`src/rtl/serial_pkg.sv`:
```
// Shared types and helpers for the 3-wire serial interface blocks.
package serial_pkg;

  typedef enum logic {Idle, Shift} t_serial_target_state;

  // Maps the running bit counter to the word bit it addresses.
  function automatic int unsigned bit_index(input int unsigned ctr,
                                            input int unsigned bits,
                                            input logic        lowbit_first);
    return lowbit_first ? ctr : (bits - 1 - ctr);
  endfunction

endpackage

```
`src/rtl/sync_edge.sv`:
```
// Multi-stage synchroniser for an asynchronous input with registered
// rise/fall detection on the synchronised level.
module sync_edge #(
  parameter int unsigned STAGES    = 2,
  parameter logic        RESET_VAL = 1'b0
) (
  input  logic in_clk,
  input  logic in_rst,
  input  logic in_async,
  output logic out_level,
  output logic out_rise,
  output logic out_fall
);

  logic [STAGES-1:0] sync_q;
  logic              prev_q;
  logic              rise_q;
  logic              fall_q;

  always_ff @(posedge in_clk or negedge in_rst) begin
    if (!in_rst) begin
      sync_q <= {STAGES{RESET_VAL}};
      prev_q <= RESET_VAL;
      rise_q <= 1'b0;
      fall_q <= 1'b0;
    end else begin
      sync_q <= {sync_q[STAGES-2:0], in_async};
      prev_q <= sync_q[STAGES-1];
      rise_q <= sync_q[STAGES-1] & ~prev_q;
      fall_q <= ~sync_q[STAGES-1] & prev_q;
    end
  end

  assign out_level = sync_q[STAGES-1];
  assign out_rise  = rise_q;
  assign out_fall  = fall_q;

endmodule

```
`src/rtl/serial_target.sv`:
```
// Responder end of the 3-wire serial link: oversamples the master clock,
// deserialises incoming words and shifts out a reply word.
module serial_target
  import serial_pkg::*;
#(
  parameter int unsigned BITS                 = 8,
  parameter logic        LOWBIT_FIRST         = 1'b1,
  parameter logic        SERIAL_CLK_INACTIVE  = 1'b1,
  parameter logic        SERIAL_DATA_INACTIVE = 1'b1,
  parameter int unsigned SYNC_STAGES          = 2,
  parameter int unsigned TIMEOUT_CYCLES       = 1000
) (
  input  logic            in_clk,
  input  logic            in_rst,
  input  logic            in_serial_clk,
  input  logic            in_serial,
  output logic            out_serial,
  input  logic [BITS-1:0] in_parallel,
  output logic            out_next_word,
  output logic [BITS-1:0] out_parallel,
  output logic            out_word_valid,
  output logic            out_abort,
  output logic            out_ready
);

  localparam int unsigned CTR_W = $clog2(BITS) + 1;
  localparam int unsigned IDX_W = $clog2(BITS);
  localparam int unsigned TMO_W = $clog2(TIMEOUT_CYCLES + 1);
  localparam logic [TMO_W-1:0] TMO_MAX  = TMO_W'(TIMEOUT_CYCLES);
  localparam logic [CTR_W-1:0] CTR_LAST = CTR_W'(BITS - 1);
  localparam logic [IDX_W-1:0] IDX0     = IDX_W'(bit_index(0, BITS, LOWBIT_FIRST));

  logic clk_rise, clk_fall, clk_level_unused;
  logic data_level, data_rise_unused, data_fall_unused;

  sync_edge #(.STAGES(SYNC_STAGES), .RESET_VAL(SERIAL_CLK_INACTIVE)) u_clk_sync (
    .in_clk   (in_clk),
    .in_rst   (in_rst),
    .in_async (in_serial_clk),
    .out_level(clk_level_unused),
    .out_rise (clk_rise),
    .out_fall (clk_fall)
  );

  sync_edge #(.STAGES(SYNC_STAGES), .RESET_VAL(SERIAL_DATA_INACTIVE)) u_data_sync (
    .in_clk   (in_clk),
    .in_rst   (in_rst),
    .in_async (in_serial),
    .out_level(data_level),
    .out_rise (data_rise_unused),
    .out_fall (data_fall_unused)
  );

  t_serial_target_state state_q;
  logic [CTR_W-1:0]     bit_ctr_q, bit_ctr_d;
  logic [TMO_W-1:0]     tmo_q;
  logic [BITS-1:0]      tx_q, rx_q, rx_d, par_q;
  logic                 serial_q, valid_q, next_q, abort_q;
  logic                 launch, sample, any_edge;
  logic [IDX_W-1:0]     idx;

  // Launch leaves the idle clock level, sample returns to it.
  assign launch   = SERIAL_CLK_INACTIVE ? clk_fall : clk_rise;
  assign sample   = SERIAL_CLK_INACTIVE ? clk_rise : clk_fall;
  assign any_edge = clk_rise | clk_fall;

  always_comb begin
    idx       = IDX_W'(bit_index(32'(bit_ctr_q), BITS, LOWBIT_FIRST));
    bit_ctr_d = bit_ctr_q + CTR_W'(1);
    rx_d      = rx_q;
    rx_d[idx] = data_level;
  end

  always_ff @(posedge in_clk or negedge in_rst) begin
    if (!in_rst) begin
      state_q   <= Idle;
      bit_ctr_q <= '0;
      tmo_q     <= '0;
      tx_q      <= '0;
      rx_q      <= '0;
      par_q     <= '0;
      serial_q  <= SERIAL_DATA_INACTIVE;
      valid_q   <= 1'b0;
      next_q    <= 1'b0;
      abort_q   <= 1'b0;
    end else begin
      valid_q <= 1'b0;
      next_q  <= 1'b0;
      abort_q <= 1'b0;
      if (any_edge || state_q == Idle) begin
        tmo_q <= '0;
      end else if (tmo_q != TMO_MAX) begin
        tmo_q <= tmo_q + TMO_W'(1);
      end
      case (state_q)
        Idle: begin
          if (launch) begin
            tx_q      <= in_parallel;
            rx_q      <= '0;
            serial_q  <= in_parallel[IDX0];
            next_q    <= 1'b1;
            bit_ctr_q <= '0;
            state_q   <= Shift;
          end
        end
        Shift: begin
          // Edges take priority; the timeout only fires on an edge-free cycle.
          if (launch) begin
            serial_q <= tx_q[idx];
          end else if (sample) begin
            rx_q <= rx_d;
            if (bit_ctr_q == CTR_LAST) begin
              par_q     <= rx_d;
              valid_q   <= 1'b1;
              bit_ctr_q <= '0;
              serial_q  <= SERIAL_DATA_INACTIVE;
              state_q   <= Idle;
            end else begin
              bit_ctr_q <= bit_ctr_d;
            end
          end else if (tmo_q == TMO_MAX) begin
            abort_q   <= 1'b1;
            rx_q      <= '0;
            bit_ctr_q <= '0;
            serial_q  <= SERIAL_DATA_INACTIVE;
            state_q   <= Idle;
          end
        end
        default: state_q <= Idle;
      endcase
    end
  end

  assign out_serial     = serial_q;
  assign out_parallel   = par_q;
  assign out_word_valid = valid_q;
  assign out_next_word  = next_q;
  assign out_abort      = abort_q;
  assign out_ready      = (state_q == Idle);

endmodule
```
`config.mk`:
```
export PLATFORM = sky130hd
export DESIGN_NAME = serial_target
export DESIGN_NICKNAME = d
export VERILOG_FILES = /design/src/rtl/serial_pkg.sv /design/src/rtl/sync_edge.sv /design/src/rtl/serial_target.sv
export SDC_FILE = /design/constraint.sdc
export NUM_CORES = 1
export LEC_CHECK = 0
export CAP_MARGIN = 20
export CORE_MARGIN = 8
export CORE_UTILIZATION = 35
export CTS_CLUSTER_SIZE = 30
export DETAILED_ROUTE_END_ITERATION = 12
export GPL_ROUTABILITY_DRIVEN = 1
export HOLD_SLACK_MARGIN = 0.1
export PLACE_DENSITY = 0.51
export SYNTH_ARGS = -nofsm -noshare
export SYNTH_HDL_FRONTEND = slang
export SYNTH_SLANG_ARGS = --single-unit
```
`constraint.sdc`:
```
create_clock -name in_clk -period 3.4 [get_ports in_clk]
set_input_delay 0.51 -clock in_clk [delete_from_list [all_inputs] [get_ports in_clk]]
set_output_delay 0.51 -clock in_clk [all_outputs]
set_load 0.05 [all_outputs]
```
==> impl.org <==
#+TITLE: Implementation results

** Cells and area
- Counting plain and timing-repair buffers in the layout gives 27.
- The layout has 7 clock buffers.
- After the last flow step, the layout net total stands at 255.
- Measured on the final layout, buffering overhead outside the clock network stands at 0.09769.
- The area taken by sequential standard cells is reported as 0.001259 mm².
- In the final layout, the share of cells above drive strength 1 is 0.1411.
- Utilization of the core after routing :: 0.4140
- After the flow finishes, the layout carries non-filler instances totaling 321.
- Fillers :: 657
- According to the cell report, the number of logic gates is 141.
- Summing all multi-input logic gate instances after layout gives 989.7 µm².
- Most area-hungry cell class in the final design :: flip-flops and latches
- The number of antenna diodes in the final layout is 0.
- Area of all placed cells without fillers :: 0.002766 mm²
- Registers represent a cell area share of 0.4550.
- Count of non-CTS inverters in the layout :: 15
- Area Growth Syn to Fin :: 16.25%
- Flop Count :: 50
- Area fraction of clock buffers and clock inverters :: 0.03302
- Most numerous logic cell after layout :: sky130_fd_sc_hd__dfrtp_1
- Dominant logic cell types in the final layout :: sky130_fd_sc_hd__dfrtp_1 (44), sky130_fd_sc_hd__clkdlybuf4s50_1 (23), sky130_fd_sc_hd__nor2_1 (17)
- The layout report gives the multi-input gate share of total cell area as 0.3578.

** Route
- TritonRoute reported its final design rule violation total as 0.
- Pre-antenna DRT Iters :: 4
- For this sky-water flow run, the detailed-routed wirelength per cell is reported as 14.19 µm.
- In the final routing, the length of wire on met1 measures 2267 µm.
- Per the log, the first TritonRoute iteration ended with a DRC count of 59.
- Wire segments on met3 add up to 211 µm in the final route.
- Once detail routing completed, the nets flagged for antenna violations numbered 0.
- Per the detail_route report, vias per standard cell equal 4.947.
- Signal nets in the final route climb as high as met4.
- DR WL met2 :: 2029 µm

** Floorplan
- Cell row count :: 30
- DIE HEIGHT :: 98.46 µm
- Die width :: 98.46 µm
- Area of the chip :: 0.009694 mm²
- According to the tapcell log, the count of inserted taps is 80.
- After floorplanning, the core was sized to cover 0.006681 mm².
- The floorplan step records an initial core utilization of 0.3562.
- Count of boundary I/O pins :: 25

** Synthesis
- Once synthesis finished, the tally of register bits stood at 50.
- Sorting the synthesized cells by area gives the leading types as sky130_fd_sc_hd__dfrtp_1 (46%), sky130_fd_sc_hd__dfstp_2 (6.6%), sky130_fd_sc_hd__mux2_2 (5.7%).
- By count the netlist is led by sky130_fd_sc_hd__dfrtp_1 (44), sky130_fd_sc_hd__nor2_1 (17), sky130_fd_sc_hd__inv_1 (15).
- Xor and xnor fraction of the mapped netlist area :: 0.02576
- Of the total synthesized cell area, the portion taken by AND, OR, NAND and NOR gates is 0.1703.
- Number of instances in the synthesized netlist :: 218
- Number of nets produced by synthesis :: 233
- Logic family by area :: simple AND/OR/NAND/NOR gates
- Counting flops with a built-in enable in the synthesized netlist gives 0.
- Fraction of the mapped netlist area in compound gates :: 0.09884
- In the post-synthesis netlist, the cell with the most instances is sky130_fd_sc_hd__dfrtp_1.
- Main synth FF type :: sky130_fd_sc_hd__dfrtp_1
- Area share of the largest cell type after synthesis :: 0.4627
- Post-synthesis sequential area ratio :: 0.5289
- FA/HA/MAJ Cells, Area Fraction :: 0.01577
- Averaged over all synthesized cells, the footprint is 10.92 µm².
- Count of instantiated cells in the yosys netlist :: 218
- In the synthesized netlist the async set-or-reset flop fraction comes to 1.000.
- Number of unique standard cell types used by synthesis :: 46
- Total standard cell area after synthesis :: 0.002380 mm²
- MUX share of area :: 0.1052
- Warnings reported by Yosys during synthesis add up to 0.
- Summed over all instances, the cell type with the most area after synthesis is sky130_fd_sc_hd__dfrtp_1.
- Post-synthesis, Yosys gives the total cell area as 0.002380 mm².

** Run
- In this run the maximum-capacitance check reported violations numbering 0.
- The tool warning count for the run is 27.

** Power and ir drop
- Reported net switching power :: 430.7 µW
- Per the OpenROAD power report, leakage power amounts to 1.189 nW.
- Switching portion of total power :: 0.3056
- Pwr dens :: 509.4 mW/mm²
- Pwr Total :: 1.409 mW
- Clock share of power :: 0.253
- Of the total power, combinational logic draws 0.201.
- The analysis reports a worst IR drop on VDD of 230.8 µV.
- The power report attributes to the sequential group a share of 0.546.
- The internal portion of the total power is 978.6 µW.

** Final timing
- Based on the critical path, the design can be clocked at up to 0.4263 GHz.
- Final critical path time including I/O delays and setup :: 2346 ps
- Setup repair after global routing missed its margin :: no
- Measured slew at the worst slew-check pin :: 769.3 ps
- The final timing report gives a worst setup slack of 1054 ps.
- Count of endpoints failing setup in the final report :: 0
- Checking max transition, the worst relative margin is 0.4860.
- Worst Hold Slack :: 115.9 ps
- Final hold violation count :: 0
- Of the available clock period, the critical path in the final layout requires 0.6899.
- The final layout reports a setup TNS of 0 ps.
- For the final database, setup skew stands at 7.064 ps.
- Number of max-slew violations in the final report :: 0

** Global routing
- For this run the aggregate overflow at the end of global routing stands at 0.
- Fraction of met3 tracks used by global routing :: 0.02748
- Gr busiest metal :: met2
- Wire length of the first global-routing pass :: 7900 µm
- The number of antenna violations at the first check in global routing was 0.
- Vias in the first global route :: 1,606
- Routing resource usage on met2 recorded by global route was 0.1570.
- Across every metal layer, demand over resource in global routing totals 0.09981.
- Maximum number of pins on one net before global-route repair :: 48

** Clock network
- Post-CTS repair ended up resizing 0 cells.
- CTS tree :: yes
- H-tree levels :: 2
- CTS saw 50 sinks.
- The tree is rooted in a sky130_fd_sc_hd__clkbuf_8.
- Buffer levels on the longest clock path :: 2
- Clock buffer count from CTS :: 5
- Clk latency late pin :: 300 ps
- The timing report gives the clock slew at the launch and capture registers of the worst setup and hold paths as 90 ps.
- The number of setup buffers added after CTS is 0.
- CTS Hold Bufs :: 0

** Worst setup path
- Largest fanout of any net on the critical path :: 12
- Capturing point of the worst reg2reg path :: out_parallel[6]
- The critical path runs through a total of 2 cells.
- Data on the critical path arrives at its endpoint at 1840 ps.
- STA classifies the critical path startpoint as a register.
- Setup crit start :: state_q
- Required time of the worst setup path :: 2890 ps
- STA classifies the critical path endpoint as an output pin.
- Critical register-to-register path startpoint :: bit_ctr_q[1]
- For reference, the critical path cell chain is inv_1, clkdlybuf4s50_1.
- The number of cells on the worst reg-to-reg path is 5.
- For this run, the slowest stage of the critical path takes 820 ps.
- In the setup report, the worst path falls into the class reg2out.
- Largest delay contributor family on the critical path :: buffers and inverters
- Critical path's slowest cell :: sky130_fd_sc_hd__clkdlybuf4s50_1
- In this run the register-to-register setup slack is 1480 ps.
- Total buffers and inverters traversed by the critical path :: 2
- The most critical setup path has its endpoint at out_ready.

** Place
- Pre-CTS setup slack :: 1413 ps
- Placed instance count :: 312
- In the placement report, post-DP HPWL is listed as 3164 µm.
- Area post-placement :: 0.002655 mm²
- IO buf count :: 24
- Per the gpl log, the routability congestion estimate is 0.7744.

** Hold path
- Class of the worst hold path :: in2async

** Status
- Result of the run :: complete, no violations
-- registers in the layout (all words and copies together) (netlist names) --
name / flops
tmo_q: 10
out_parallel: 8
rx_q: 8
tx_q: 8
bit_ctr_q: 4
u_clk_sync.sync_q: 2
u_data_sync.sync_q: 2
out_abort: 1
out_next_word: 1
out_serial: 1
out_word_valid: 1
state_q: 1
u_clk_sync.out_fall: 1
u_clk_sync.out_rise: 1
u_clk_sync.prev_q: 1
-- power by group through the flow --
| stage | logic [mW] | registers [mW] | clock network (mW) |
|---|---|---|---|
| final | 0.283 | 0.769 | 0.357 |
| after global routing | 0.325 | 0.784 | 0.392 |
| after CTS | 0.285 | 0.769 | 0.374 |
| after detailed placement | 0.283 | 0.782 | 0 |
| after global placement | 0.282 | 0.781 | 0 |
| after floorplan | 0.227 | 0.753 | 0 |
M1 wires:
Supply wires on this layer in grey.
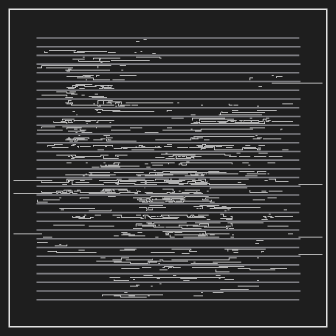
231 nets have wire on it. The layer carries 2,270 µm of wire.
aggregate routed wire length: 4555 µm
met1 usage: 0.1282
via total after detailed routing: 1,588

M2 wires:
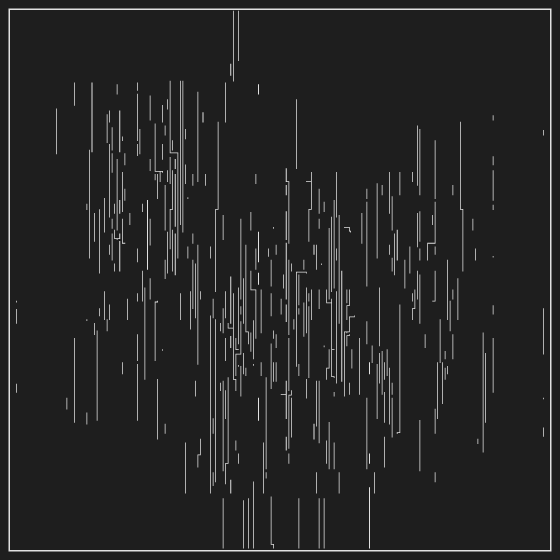
The longest straight run is 32.3 µm. The layer holds 45% of the routed length. The wires run mostly vertical.

Power is estimated from default activity; no workload was simulated.
